**config.mk**
```make
export PLATFORM = sky130hd
export DESIGN_NAME = pixel_write_arbiter_flat
export DESIGN_NICKNAME = d
export VERILOG_FILES = /design/src/rtl/pixel_write_arbiter_if.sv /design/src/rtl/pixel_write_arbiter.sv /design/src/flat_wrapper.sv
export SDC_FILE = /design/constraint.sdc
export NUM_CORES = 1
export LEC_CHECK = 0
export CELL_PAD_IN_SITES_DETAIL_PLACEMENT = 1
export CELL_PAD_IN_SITES_GLOBAL_PLACEMENT = 2
export CORE_UTILIZATION = 33
export CTS_CLUSTER_SIZE = 10
export DETAILED_ROUTE_END_ITERATION = 8
export PLACE_DENSITY_LB_ADDON = 0.1
export SKIP_CTS_REPAIR_TIMING = 1
export SLEW_MARGIN = 30
export SYNTH_ARGS = -nofsm -noshare
export SYNTH_HDL_FRONTEND = slang
export SYNTH_SLANG_ARGS = --single-unit
```
**constraint.sdc**
```tcl
create_clock -name clock -period 4.5 [get_ports clock]
set_input_delay 1.125 -clock clock [delete_from_list [all_inputs] [get_ports clock]]
set_output_delay 1.125 -clock clock [all_outputs]
set_load 0.02 [all_outputs]
```
**src/rtl/pixel_write_arbiter_if.sv**
```systemverilog
// rtl/pixel_write_arbiter_if.sv - pixel source and write-sink handshake bundle for pixel_write_arbiter
// master drives the sources and the sink ready; slave is the arbiter side.
interface pixel_write_arbiter_if #(
  parameter int NUM_SRC = 4,
  parameter int XW      = 8,
  parameter int YW      = 8,
  parameter int CW      = 3,
  localparam int SW     = $clog2(NUM_SRC)
);
  logic [NUM_SRC-1:0]    src_valid;
  logic [NUM_SRC-1:0]    src_ready;
  logic [NUM_SRC*XW-1:0] src_x;
  logic [NUM_SRC*YW-1:0] src_y;
  logic [NUM_SRC*CW-1:0] src_r;
  logic [NUM_SRC*CW-1:0] src_g;
  logic [NUM_SRC*CW-1:0] src_b;

  logic                  out_valid;
  logic                  out_ready;
  logic [XW-1:0]         out_x;
  logic [YW-1:0]         out_y;
  logic [CW-1:0]         out_r;
  logic [CW-1:0]         out_g;
  logic [CW-1:0]         out_b;
  logic [SW-1:0]         out_src;

  modport master (
    output src_valid, src_x, src_y, src_r, src_g, src_b, out_ready,
    input  src_ready, out_valid, out_x, out_y, out_r, out_g, out_b, out_src
  );

  modport slave (
    input  src_valid, src_x, src_y, src_r, src_g, src_b, out_ready,
    output src_ready, out_valid, out_x, out_y, out_r, out_g, out_b, out_src
  );
endinterface

```
**src/rtl/pixel_write_arbiter.sv**
```systemverilog
// rtl/pixel_write_arbiter.sv - round-robin merge of NUM_SRC pixel streams into one registered write stream
// Optional framebuffer clipping with drop counting is enabled by PIXEL_ARB_CLIP_EN.
module pixel_write_arbiter #(
  parameter int NUM_SRC = 4,
  parameter int XW      = 8,
  parameter int YW      = 8,
  parameter int CW      = 3,
  parameter int CNT_W   = 24,
  parameter int FB_W    = 160,
  parameter int FB_H    = 120,
  localparam int SW     = $clog2(NUM_SRC)
) (
  input  logic                 clock,
  input  logic                 not_reset,
  pixel_write_arbiter_if.slave bus,
  input  logic [NUM_SRC-1:0]   src_done,
  input  logic [SW-1:0]        sel,
  output logic [NUM_SRC-1:0]   busy,
  output logic [CNT_W-1:0]     cycle_count,
  output logic [15:0]          drop_count
);

  localparam logic [CNT_W-1:0] CNT_ONE = {{(CNT_W-1){1'b0}}, 1'b1};

  logic [SW-1:0]    ptr;
  logic             load;
  logic             grant_found;
  logic [SW-1:0]    grant_idx;
  logic [SW-1:0]    next_ptr;
  logic             handshake;
  logic             in_bounds;
  logic             capture;
  int               scan_idx;
  int               ptr_inc;
  logic [XW-1:0]    sel_x;
  logic [YW-1:0]    sel_y;
  logic [CW-1:0]    sel_r;
  logic [CW-1:0]    sel_g;
  logic [CW-1:0]    sel_b;
  logic [CNT_W-1:0] cnt [NUM_SRC];

  assign load = ~bus.out_valid | bus.out_ready;

  // Cyclic search starting at the pointer; the first valid source wins.
  always_comb begin
    grant_found = 1'b0;
    grant_idx   = '0;
    scan_idx    = 0;
    for (int k = 0; k < NUM_SRC; k++) begin
      scan_idx = int'(ptr) + k;
      if (scan_idx >= NUM_SRC) scan_idx = scan_idx - NUM_SRC;
      if (!grant_found && bus.src_valid[scan_idx]) begin
        grant_found = 1'b1;
        grant_idx   = SW'(scan_idx);
      end
    end
  end

  always_comb begin
    ptr_inc = int'(grant_idx) + 1;
    if (ptr_inc >= NUM_SRC) ptr_inc = 0;
    next_ptr = SW'(ptr_inc);
  end

  assign sel_x = bus.src_x[int'(grant_idx)*XW +: XW];
  assign sel_y = bus.src_y[int'(grant_idx)*YW +: YW];
  assign sel_r = bus.src_r[int'(grant_idx)*CW +: CW];
  assign sel_g = bus.src_g[int'(grant_idx)*CW +: CW];
  assign sel_b = bus.src_b[int'(grant_idx)*CW +: CW];

  // Gated by reset so nothing is accepted while the stage is held cleared.
  assign handshake = load & grant_found & not_reset;

  always_comb begin
    bus.src_ready = '0;
    if (handshake) bus.src_ready[grant_idx] = 1'b1;
  end

`ifdef PIXEL_ARB_CLIP_EN
  assign in_bounds = (int'(sel_x) < FB_W) && (int'(sel_y) < FB_H);

  always_ff @(posedge clock or negedge not_reset) begin
    if (!not_reset) begin
      drop_count <= 16'd0;
    end else if (handshake && !in_bounds && drop_count != 16'hFFFF) begin
      drop_count <= drop_count + 16'd1;
    end
  end
`else
  assign in_bounds  = 1'b1;
  assign drop_count = 16'd0;
`endif

  assign capture = handshake & in_bounds;

  always_ff @(posedge clock or negedge not_reset) begin
    if (!not_reset) begin
      bus.out_valid <= 1'b0;
      bus.out_x     <= '0;
      bus.out_y     <= '0;
      bus.out_r     <= '0;
      bus.out_g     <= '0;
      bus.out_b     <= '0;
      bus.out_src   <= '0;
      ptr           <= '0;
    end else begin
      if (load) bus.out_valid <= capture;
      if (capture) begin
        bus.out_x   <= sel_x;
        bus.out_y   <= sel_y;
        bus.out_r   <= sel_r;
        bus.out_g   <= sel_g;
        bus.out_b   <= sel_b;
        bus.out_src <= grant_idx;
      end
      if (handshake) ptr <= next_ptr;
    end
  end

  // A done pulse ends the busy period and the counter freezes; a handshake
  // landing on the same cycle as done never opens a new period.
  always_ff @(posedge clock or negedge not_reset) begin
    if (!not_reset) begin
      busy <= '0;
      for (int i = 0; i < NUM_SRC; i++) cnt[i] <= '0;
    end else begin
      for (int i = 0; i < NUM_SRC; i++) begin
        if (src_done[i]) begin
          busy[i] <= 1'b0;
        end else if (bus.src_ready[i]) begin
          busy[i] <= 1'b1;
        end
        if (!busy[i] && bus.src_ready[i] && !src_done[i]) begin
          cnt[i] <= CNT_ONE;
        end else if (busy[i] && !src_done[i] && cnt[i] != {CNT_W{1'b1}}) begin
          cnt[i] <= cnt[i] + CNT_ONE;
        end
      end
    end
  end

  always_comb begin
    cycle_count = '0;
    if (int'(sel) < NUM_SRC) cycle_count = cnt[sel];
  end

endmodule
```
**src/flat_wrapper.sv**
```systemverilog
// flat-port wrapper written by rule: the top's interface ports become plain ports
module pixel_write_arbiter_flat 
#(
  parameter int NUM_SRC = 4,
  parameter int XW      = 8,
  parameter int YW      = 8,
  parameter int CW      = 3,
  parameter int CNT_W   = 24,
  parameter int FB_W    = 160,
  parameter int FB_H    = 120,
  localparam int SW     = $clog2(NUM_SRC)
)
  (clock, not_reset, src_done, sel, busy, cycle_count, drop_count, bus_src_valid, bus_src_x, bus_src_y, bus_src_r, bus_src_g, bus_src_b, bus_out_ready, bus_src_ready, bus_out_valid, bus_out_x, bus_out_y, bus_out_r, bus_out_g, bus_out_b, bus_out_src);
  pixel_write_arbiter_if #(.NUM_SRC(NUM_SRC), .XW(XW), .YW(YW), .CW(CW)) bus_i ();
  input  logic clock;
  input  logic not_reset;
  input  logic [NUM_SRC-1:0] src_done;
  input  logic [SW-1:0] sel;
  output logic [NUM_SRC-1:0] busy;
  output logic [CNT_W-1:0] cycle_count;
  output logic [15:0] drop_count;
  input wire logic [$bits(bus_i.src_valid)-1:0] bus_src_valid;
  input wire logic [$bits(bus_i.src_x)-1:0] bus_src_x;
  input wire logic [$bits(bus_i.src_y)-1:0] bus_src_y;
  input wire logic [$bits(bus_i.src_r)-1:0] bus_src_r;
  input wire logic [$bits(bus_i.src_g)-1:0] bus_src_g;
  input wire logic [$bits(bus_i.src_b)-1:0] bus_src_b;
  input wire logic [$bits(bus_i.out_ready)-1:0] bus_out_ready;
  output wire logic [$bits(bus_i.src_ready)-1:0] bus_src_ready;
  output wire logic [$bits(bus_i.out_valid)-1:0] bus_out_valid;
  output wire logic [$bits(bus_i.out_x)-1:0] bus_out_x;
  output wire logic [$bits(bus_i.out_y)-1:0] bus_out_y;
  output wire logic [$bits(bus_i.out_r)-1:0] bus_out_r;
  output wire logic [$bits(bus_i.out_g)-1:0] bus_out_g;
  output wire logic [$bits(bus_i.out_b)-1:0] bus_out_b;
  output wire logic [$bits(bus_i.out_src)-1:0] bus_out_src;
  assign bus_i.src_valid = bus_src_valid;
  assign bus_i.src_x = bus_src_x;
  assign bus_i.src_y = bus_src_y;
  assign bus_i.src_r = bus_src_r;
  assign bus_i.src_g = bus_src_g;
  assign bus_i.src_b = bus_src_b;
  assign bus_i.out_ready = bus_out_ready;
  assign bus_src_ready = bus_i.src_ready;
  assign bus_out_valid = bus_i.out_valid;
  assign bus_out_x = bus_i.out_x;
  assign bus_out_y = bus_i.out_y;
  assign bus_out_r = bus_i.out_r;
  assign bus_out_g = bus_i.out_g;
  assign bus_out_b = bus_i.out_b;
  assign bus_out_src = bus_i.out_src;
  pixel_write_arbiter #(.NUM_SRC(NUM_SRC), .XW(XW), .YW(YW), .CW(CW), .CNT_W(CNT_W), .FB_W(FB_W), .FB_H(FB_H)) u_core (.clock(clock), .not_reset(not_reset), .bus(bus_i), .src_done(src_done), .sel(sel), .busy(busy), .cycle_count(cycle_count), .drop_count(drop_count));
endmodule
```
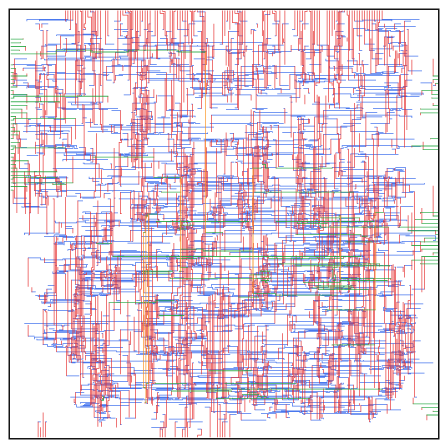
**Above:** routed metal, one colour a layer.
blue -> met1  # wire length 12,300 um
orange -> met4  # wire length 395 um
green -> met3  # wire length 1,480 um
red -> met2  # wire length 13,900 um

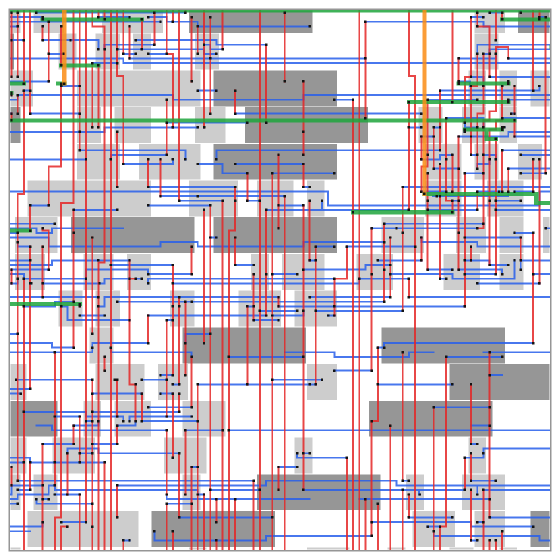
**Above:** a small window of the routed layout.
Region (59, 27) to (99, 67) um. Cells in grey, sequential cells in the stronger grey; small squares are vias.
green -> met3
blue -> met1
orange -> met4
red -> met2
sequential cells in the window = 12
most frequent = dfrtp_1 (12), nor2_1 (8), nand3_1 (7)
netlist names of flops here include = `u_core.cnt` (11), `u_core.busy` (1)
cells with their middle in the window = 78

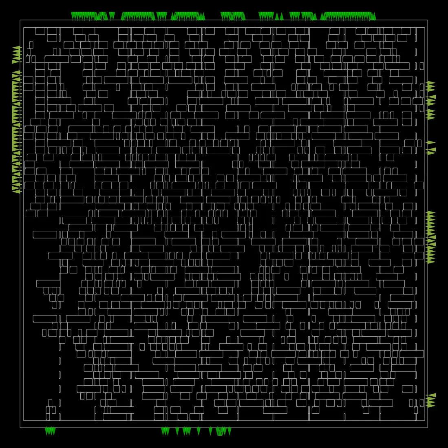
**Above:** placed standard cells.
Final Util: 0.452
tap cells: 319
non-filler cells, final: 1,317
row cnt: 56
flop count: 130

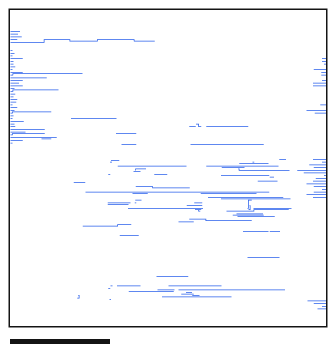
**Above:** met3 routing.
The bar under the picture is 50 um long.
nets with wire on the layer = 121
longest straight run = 91.5 um
met3 Usage GRT: 0.0435
Post-Route WL: 28.1 mm
routed vias: 7,427

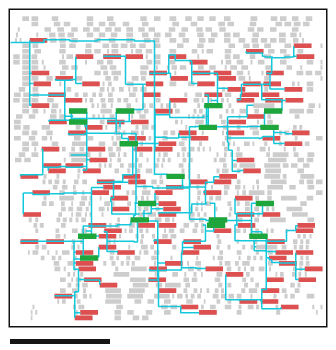
**Above:** clock wires, drivers and flops.
The bar under the picture is 50 um long.
green -> cells driving clock nets  # count 17
cyan -> clock wires  # length 2,050 um
red -> flip-flops  # count 130
flops lie = widely spread

==> impl_metrics.yaml <==
# yosys + openroad results
power:
  maxPowerGroup: "registers"
  pg_comb_w: 0.00126
  p_seq_frac: 0.369
  power_density_nw_per_um2: 398
  power_w: 0.00427
  p_int_w: 0.00283
  swShare: 0.336
  pg_seq_w: 0.00158
  p_leak_nw: 4.23
  pwr-share-clk: 0.334
  peakVddDrop_v: 0.000181
layout:
  fin_nets: 1102
  antennaDiodeCount: 0
  lay_top_cells: "clkdlybuf4s50_1 (169), dfrtp_1 (130), mux2i_1 (67), nand2_1 (62), nor2_1 (56)"
  largestClassByArea: "multi-input combinational cells"
  comb_area_frac: 0.418
  layout_top_cell: "clkdlybuf4s50_1"
  finalInstanceArea_sq_um: 10700
  mi_logic_area_sq_um: 4480
  nNonClkInverters: 16
  fillers: 2680
  logic_gates: 624
synthesis:
  ys_warn_count: 0
  top_cells_by_count: "dfrtp_1 (130), mux2i_1 (67), nand2_1 (62), nor2_1 (56), o21ai_0 (44)"
  async_flop_share: 1.00
  most_common_cell: "dfrtp_1"
  synth_xor_xnor_area_share: 0.0327
  flop_cell: "dfrtp_1"
  synth_stat.cells: 823
  synthDistinctLibCells: 60
  mux_share: 0.153
  synth_top_cell_by_area: "dfrtp_1"
  synth_seq_share: 0.405
sta:
  rsz0062_at_grt: "false"
  fin_crit_sh: 0.972
  setup_viol: 0
  tightest_slew_ns: 0.859
  layout_min_cycle_time_ns: 4.37
  holdWs_ns: 0.489
clock_tree:
  clkLatencyLatePin_ns: 0.42
  clk_pin_slew_worst_paths_ns: 0.06
  cts_sinks: 130
drt:
  dr_wl_met2_mm: 13.9
  antenna_left: 0
  drt-vias-per-instance: 5.64
  met3_length_mm: 1.48
  top_layer_used: "met4"
  drcViolationCount: 0
  wl_per_cell_um: 21.4
worst_hold_path:
  whs_path_depth: 2
outcome:
  outcome: "finished, final reports clean"
critical_path:
  end_kind: "output pin"
  critPathKind: "in2out"
  crit_cells: 8
  crit_path_end: "bus_src_ready[0]"
  critPathMaxFanout: 5
  slowest_delay_ns: 0.61
  cp_data_required_time_ns: 3.38
  path_delay_family: "buffers and inverters"
  crit_chain: "clkdlybuf4s50_1, nand2b_1, a211oi_1, buf_4, o21ai_4, nor2_1, buf_4, clkdlybuf4s50_1"
  worst-r2r-setup-slack_ns: 1.44
  crit_slowest_cell: "clkdlybuf4s50_1"
global_routing:
  grt.busiest_layer: "met2"
  antenna_found_initial: 0
  grtUsageMet2: 0.388
placed_design:
  dp_hpwl_mm: 21.5
die:
  die_h_um: 158
No activity file was given, so power comes from the tool's default toggle rates.
